$ cat src/rtl/video_timing_gen.sv
// Parametrised raster timing generator: sync, visible-area flags, coordinates and early strobes.
// Optional frame counter is built only when FRAME_COUNTER_EN is defined.
module video_timing_gen #(
    parameter int H_VISIBLE         = 800,
    parameter int H_FRONT_PORCH     = 40,
    parameter int H_SYNC            = 128,
    parameter int H_BACK_PORCH      = 88,
    parameter int V_VISIBLE         = 600,
    parameter int V_FRONT_PORCH     = 1,
    parameter int V_SYNC            = 4,
    parameter int V_BACK_PORCH      = 23,
    parameter int HSYNC_POSITIVE    = 1,
    parameter int VSYNC_POSITIVE    = 1,
    parameter int H_WIDTH           = 11,
    parameter int V_WIDTH           = 10,
    parameter int PIPELINE_DELAY    = 0,
    parameter int H_SCALE_SHIFT     = 0,
    parameter int V_SCALE_SHIFT     = 0,
    parameter int FRAME_COUNT_WIDTH = 8
) (
    input  logic                         clk40,
    input  logic                         reset,
    input  logic                         enable,
    output logic                         hsync,
    output logic                         vsync,
    output logic                         videoActive,
    output logic                         lineStarting,
    output logic                         lineEnding,
    output logic                         hsyncStarting,
    output logic                         frameStarting,
    output logic                         vblankStarting,
    output logic [H_WIDTH-1:0]           hPos,
    output logic [V_WIDTH-1:0]           vPos,
    output logic                         nextFrameActive,
    output logic [V_WIDTH-1:0]           nextVPos,
    output logic [FRAME_COUNT_WIDTH-1:0] frameCount
);

    localparam int H_TOTAL  = H_VISIBLE + H_FRONT_PORCH + H_SYNC + H_BACK_PORCH;
    localparam int V_TOTAL  = V_VISIBLE + V_FRONT_PORCH + V_SYNC + V_BACK_PORCH;
    localparam int HS_START = H_VISIBLE + H_FRONT_PORCH;
    localparam int HS_END   = HS_START + H_SYNC;
    localparam int VS_START = V_VISIBLE + V_FRONT_PORCH;
    localparam int VS_END   = VS_START + V_SYNC;
    localparam int ADVANCE  = PIPELINE_DELAY + 1;

    localparam logic [H_WIDTH-1:0] H_LAST     = H_WIDTH'(H_TOTAL - 1);
    localparam logic [H_WIDTH-1:0] H_VIS      = H_WIDTH'(H_VISIBLE);
    localparam logic [H_WIDTH-1:0] H_VIS_LAST = H_WIDTH'(H_VISIBLE - 1);
    localparam logic [H_WIDTH-1:0] HS_SET     = H_WIDTH'(HS_START - 1);
    localparam logic [H_WIDTH-1:0] HS_CLR     = H_WIDTH'(HS_END - 1);

    // Strobe positions wrap modulo the line length so small porches still work.
    localparam logic [H_WIDTH-1:0] LS_AT  = H_WIDTH'((H_TOTAL - ADVANCE) % H_TOTAL);
    localparam logic [H_WIDTH-1:0] LE_AT  = H_WIDTH'((H_VISIBLE - ADVANCE + H_TOTAL) % H_TOTAL);
    localparam logic [H_WIDTH-1:0] HSS_AT = H_WIDTH'((HS_START - ADVANCE + H_TOTAL) % H_TOTAL);

    localparam logic [V_WIDTH-1:0] V_LAST     = V_WIDTH'(V_TOTAL - 1);
    localparam logic [V_WIDTH-1:0] V_VIS      = V_WIDTH'(V_VISIBLE);
    localparam logic [V_WIDTH-1:0] V_VIS_LAST = V_WIDTH'(V_VISIBLE - 1);
    localparam logic [V_WIDTH:0]   VS_LO      = (V_WIDTH+1)'(VS_START);
    localparam logic [V_WIDTH:0]   VS_HI      = (V_WIDTH+1)'(VS_END);

    logic [H_WIDTH-1:0] hcount;
    logic [V_WIDTH-1:0] vcount;
    logic [V_WIDTH-1:0] next_vcount;
    logic               hsync_active;
    logic               vsync_active;
    logic               running;
    logic               next_in_vsync;
    logic               h_visible;

    assign running       = enable && !reset;
    assign next_in_vsync = ({1'b0, next_vcount} >= VS_LO) && ({1'b0, next_vcount} < VS_HI);

    // next_vcount is settled at the end of the visible line so nextVPos is stable in blanking.
    always_ff @(posedge clk40) begin
        if (reset || !enable) begin
            hcount       <= '0;
            vcount       <= '0;
            next_vcount  <= '0;
            hsync_active <= 1'b0;
            vsync_active <= 1'b0;
        end else begin
            if (hcount == H_LAST) begin
                hcount       <= '0;
                vcount       <= next_vcount;
                vsync_active <= next_in_vsync;
            end else begin
                hcount <= hcount + 1'b1;
            end

            if (hcount == H_VIS_LAST) begin
                next_vcount <= (vcount == V_LAST) ? '0 : vcount + 1'b1;
            end

            if (hcount == HS_SET) begin
                hsync_active <= 1'b1;
            end else if (hcount == HS_CLR) begin
                hsync_active <= 1'b0;
            end
        end
    end

    assign hsync = (HSYNC_POSITIVE != 0) ? hsync_active : ~hsync_active;
    assign vsync = (VSYNC_POSITIVE != 0) ? vsync_active : ~vsync_active;

    assign h_visible   = (hcount < H_VIS);
    assign videoActive = h_visible && (vcount < V_VIS);
    assign hPos        = h_visible ? (hcount >> H_SCALE_SHIFT) : '0;
    assign vPos        = (vcount < V_VIS) ? (vcount >> V_SCALE_SHIFT) : '0;

    assign nextFrameActive = (next_vcount < V_VIS);
    assign nextVPos        = nextFrameActive ? (next_vcount >> V_SCALE_SHIFT) : '0;

    assign lineStarting   = running && (hcount == LS_AT);
    assign lineEnding     = running && (hcount == LE_AT);
    assign hsyncStarting  = running && (hcount == HSS_AT);
    assign frameStarting  = lineStarting && (vcount == V_LAST);
    assign vblankStarting = running && (hcount == H_LAST) && (vcount == V_VIS_LAST);

`ifdef FRAME_COUNTER_EN
    logic [FRAME_COUNT_WIDTH-1:0] frame_count;

    // Counts completed frames: bumps on the same edge as vcount wrapping to 0.
    always_ff @(posedge clk40) begin
        if (reset || !enable) begin
            frame_count <= '0;
        end else if ((hcount == H_LAST) && (vcount == V_LAST)) begin
            frame_count <= frame_count + 1'b1;
        end
    end

    assign frameCount = frame_count;
`else
    assign frameCount = '0;
`endif

endmodule

$ cat config.mk
export PLATFORM = sky130hd
export DESIGN_NAME = video_timing_gen
export DESIGN_NICKNAME = d
export VERILOG_FILES = /design/src/rtl/video_timing_gen.sv
export SDC_FILE = /design/constraint.sdc
export NUM_CORES = 1
export LEC_CHECK = 0
export CORE_MARGIN = 1
export CORE_UTILIZATION = 52
export CTS_CLUSTER_DIAMETER = 30
export CTS_CLUSTER_SIZE = 8
export DETAILED_ROUTE_END_ITERATION = 16
export GPL_ROUTABILITY_DRIVEN = 0
export PLACE_DENSITY = 0.86
export SYNTH_ARGS = -nofsm -noshare
export SYNTH_HDL_FRONTEND = slang
export SYNTH_SLANG_ARGS = --single-unit
$ cat constraint.sdc
create_clock -name clk40 -period 6.1 [get_ports clk40]
set_clock_uncertainty 0.1 [all_clocks]
set_input_delay 1.22 -clock clk40 [delete_from_list [all_inputs] [get_ports clk40]]
set_output_delay 1.22 -clock clk40 [all_outputs]
set_load 0.03 [all_outputs]
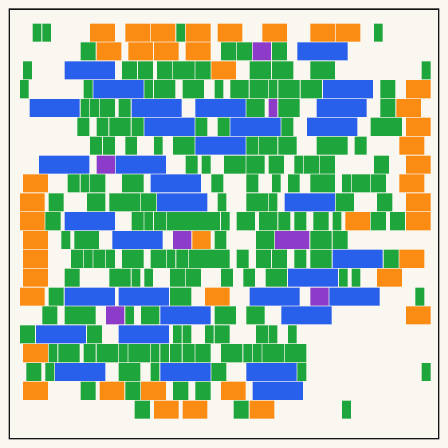
run_1/cell_classes.png
all other logic: drawn in green, cells 179. other buffers and delay cells: drawn in orange, cells 42. flip-flops: drawn in blue, cells 33. clock drivers and dummy loads: drawn in purple, cells 7.

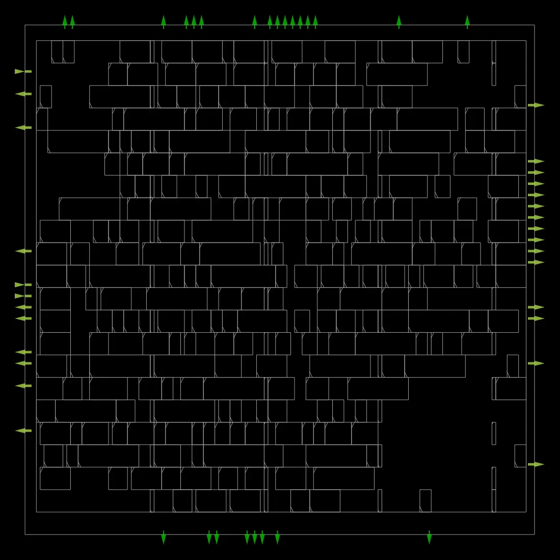
run_1/final_placement.png
fillers: 271
# rows: 21
final core occ: 67.59%
FF+latch count: 33

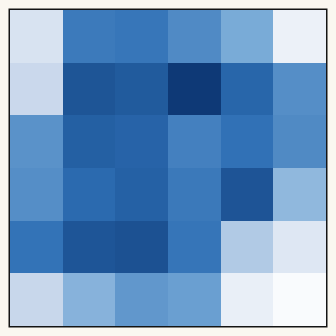
run_1/density.png
6 x 6 tiles, from white (low) to dark blue (high), 0 to 100% covered.
The fullest tile reaches 96%. The mean over all tiles is 59%. The emptiest ninth of the die: bottom right. 31% of the tiles are over 75% full.
Core Area: 3390 um^2
fp util: 54.74%

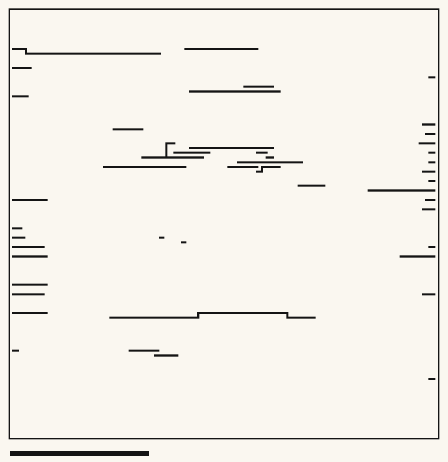
run_1/met3.png
Scale bar: 20 um.
38 nets have wire on it. The layer carries 221 um of wire.

==> ci_impl_report.md, run 1 <==
### Flow metrics

| Metric | Value |
|---|---|
| Met2 Resource Use GR | 37.79% |
| Status | finished clean |
| Routed WL | 4.181 mm |
| Yosys simple share | 35.13% |
| Slew at the pin closest to its max-slew limit | 768.2 ps |
| Post-placement cell area | 2236 um^2 |
| Yosys synthesis chip area | 1856 um^2 |
| Adders+Majority by Area | 1.349% |
| Met1 GRT Util | 35.27% |
| Initial antenna violation count | 0 |
| End of the critical path | frameStarting |
| First-pass GRT wire length | 6.906 mm |
| PortBufs | 41 |
| Cts repair resizes | 0 |
| Die Height | 61.74 um |
| Fin crit period | 4931 ps |
| Largest net degree at the start of global routing | 16 |
| Max incr delay on CP | 700 ps |
| Final Setup Violations | 0 |
| Worst Hold Path Cells | 1 |
| Crit path from | reset |
| R2r worst-path depth | 5 |
| Post-synth EDFFs | 0 |
| Sw Pwr | 0.00008497 W |
| Peak supply drop | 0.1248 mV |
| Top cell area share | 35.60% |
| Largest cell class | combinational gates |
| Vias in the first global route | 1441 |
| Rel. slew slack | 48.60% |
| DP HPWL | 3.072 mm |
| Compound Share, Synth | 12.81% |
| Late-Pin Clk Latency | 340 ps |
| Yosys Warn Count | 0 |
| Mean number of vias per cell | 5.492 |
| Worst path cell trace | clkdlybuf4s50_1, nand2b_1, nor4_4, buf_4, nand4_2, nor3_1, clkdlybuf4s50_1 |
==> run 2, diff against run 1 <==
CORE_UTILIZATION = 43   (was 52)
PLACE_DENSITY = 0.77   (was 0.86)
clock period = 4.1 ns   (was 6.1 ns; I/O delays follow)
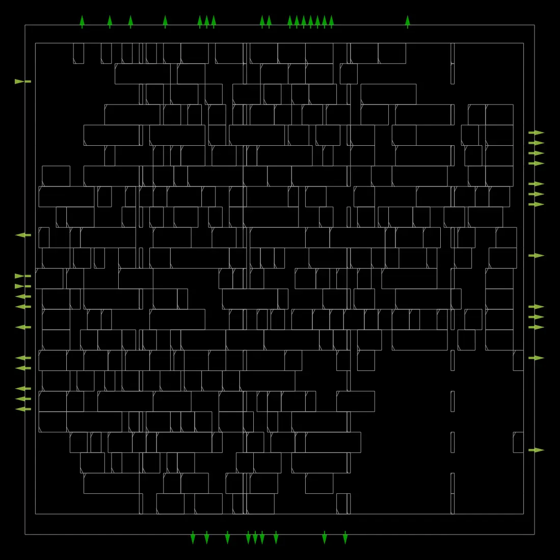
run_2/final_placement.png
Non-Filler Instances: 314
Tap Cells: 50

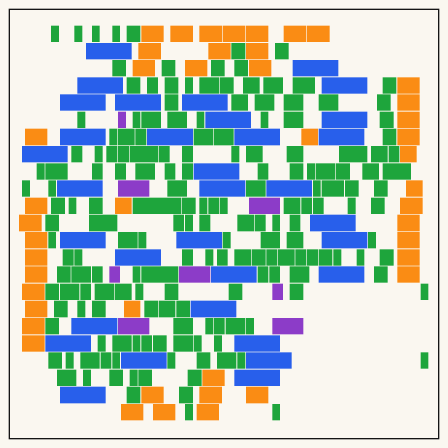
run_2/cell_classes.png
clock drivers and dummy loads: drawn in purple, cells 8. all other logic: drawn in green, cells 179. other buffers and delay cells: drawn in orange, cells 44. flip-flops: drawn in blue, cells 33.
final core occ: 57.51%
Core Area: 4058 um^2
design area: 2333 um^2
# rows: 23

==> run 2 against run 1 <==
  * Flip-flop count unchanged
  * Power up 62%
  * Synthesized cell count unchanged
  * Hold slack improved by 2.5 ps
  * Design area grew 1.9%
  * Sequential power up 49%
  * First-iteration DRC count is 1.0% higher
  * Sequential share of layout area decreased by 0.53 points
  * Clock-buffer cell count decreased by 1
  * Critical path type is now reg2out
==> ci_impl_report.md, run 2 <==
### Flow metrics

| Metric | Value |
|---|---|
| Largest cell class | combinational gates |
| Routed WL per cell | 13.76 um |
| Status | finished clean |
| Kind of start point of the critical path | flop |
| End of the critical path | lineEnding |
| Top cell area share | 35.60% |
| Worst Hold Path Cells | 1 |
| Most frequent cell after synthesis | dfxtp_1 |
| Rel. slew slack | 53.58% |
| Worst path cell trace | or3_1, or3_1, nor2_1, clkdlybuf4s50_1 |
| Tool warnings | 26 |
| Post-Place Cells | 306 |
| Fin crit period | 3519 ps |
| R2r worst-path depth | 4 |
| Initial DRC count | 100 |
| Fillers | 394 |
| Logic share of the area | 46.33% |
| Fp util | 45.73% |
| Met2 Resource Use GR | 31.19% |
| Biggest regs | hcount (11), next_vcount (10), vcount (10) |
| First-pass GRT wire length | 6.927 mm |
| Mean number of vias per cell | 5.287 |
| Final nets | 268 |
| Vias in the first global route | 1451 |
| Compound Share, Synth | 12.81% |
| Final Setup Violations | 0 |
| Crit path from | hcount[5]$_SDFF_PP0_ |
| Die Height | 67.69 um |
| Post-synth EDFFs | 0 |
| Late-Pin Clk Latency | 280 ps |
| Yosys simple share | 35.13% |
| Peak supply drop | 0.2104 mV |
| Slew at the pin closest to its max-slew limit | 693.7 ps |
| Met1 GRT Util | 27.68% |
| FF+latch count | 33 |
| Post-placement cell area | 2251 um^2 |
| Initial antenna violation count | 0 |
| Sw Pwr | 0.0001363 W |
| Setup tns final | 0 ps |
| Worst Hold Class | reg2reg |
| Postcts setup bufs | 0 |
| Cts repair resizes | 0 |
| Max Clock Freq | 0.2842 GHz |
| PortBufs | 41 |
| Yosys synthesis chip area | 1856 um^2 |
| Max Buffers Root-to-Sink | 2 |
| Ant. Diodes | 0 |
| Flop-to-flop setup slack | 2160 ps |
| Max incr delay on CP | 680 ps |
| DP HPWL | 3.062 mm |
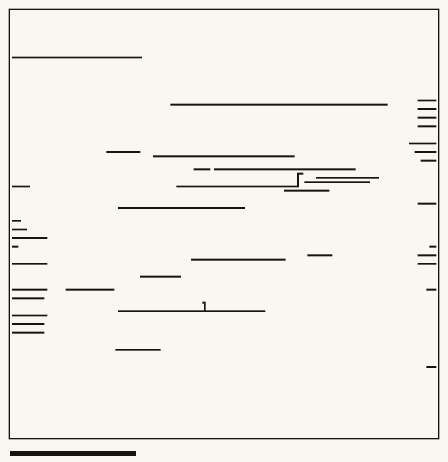
run_2/met3.png
Scale bar: 20 um.
The layer carries 311 um of wire. The longest straight run is 34.0 um. 39 nets have wire on it. The layer holds 7.2% of the routed length.
grt met3 use: 5.912%
Routed WL: 4.320 mm

Power is estimated from default activity; no workload was simulated.
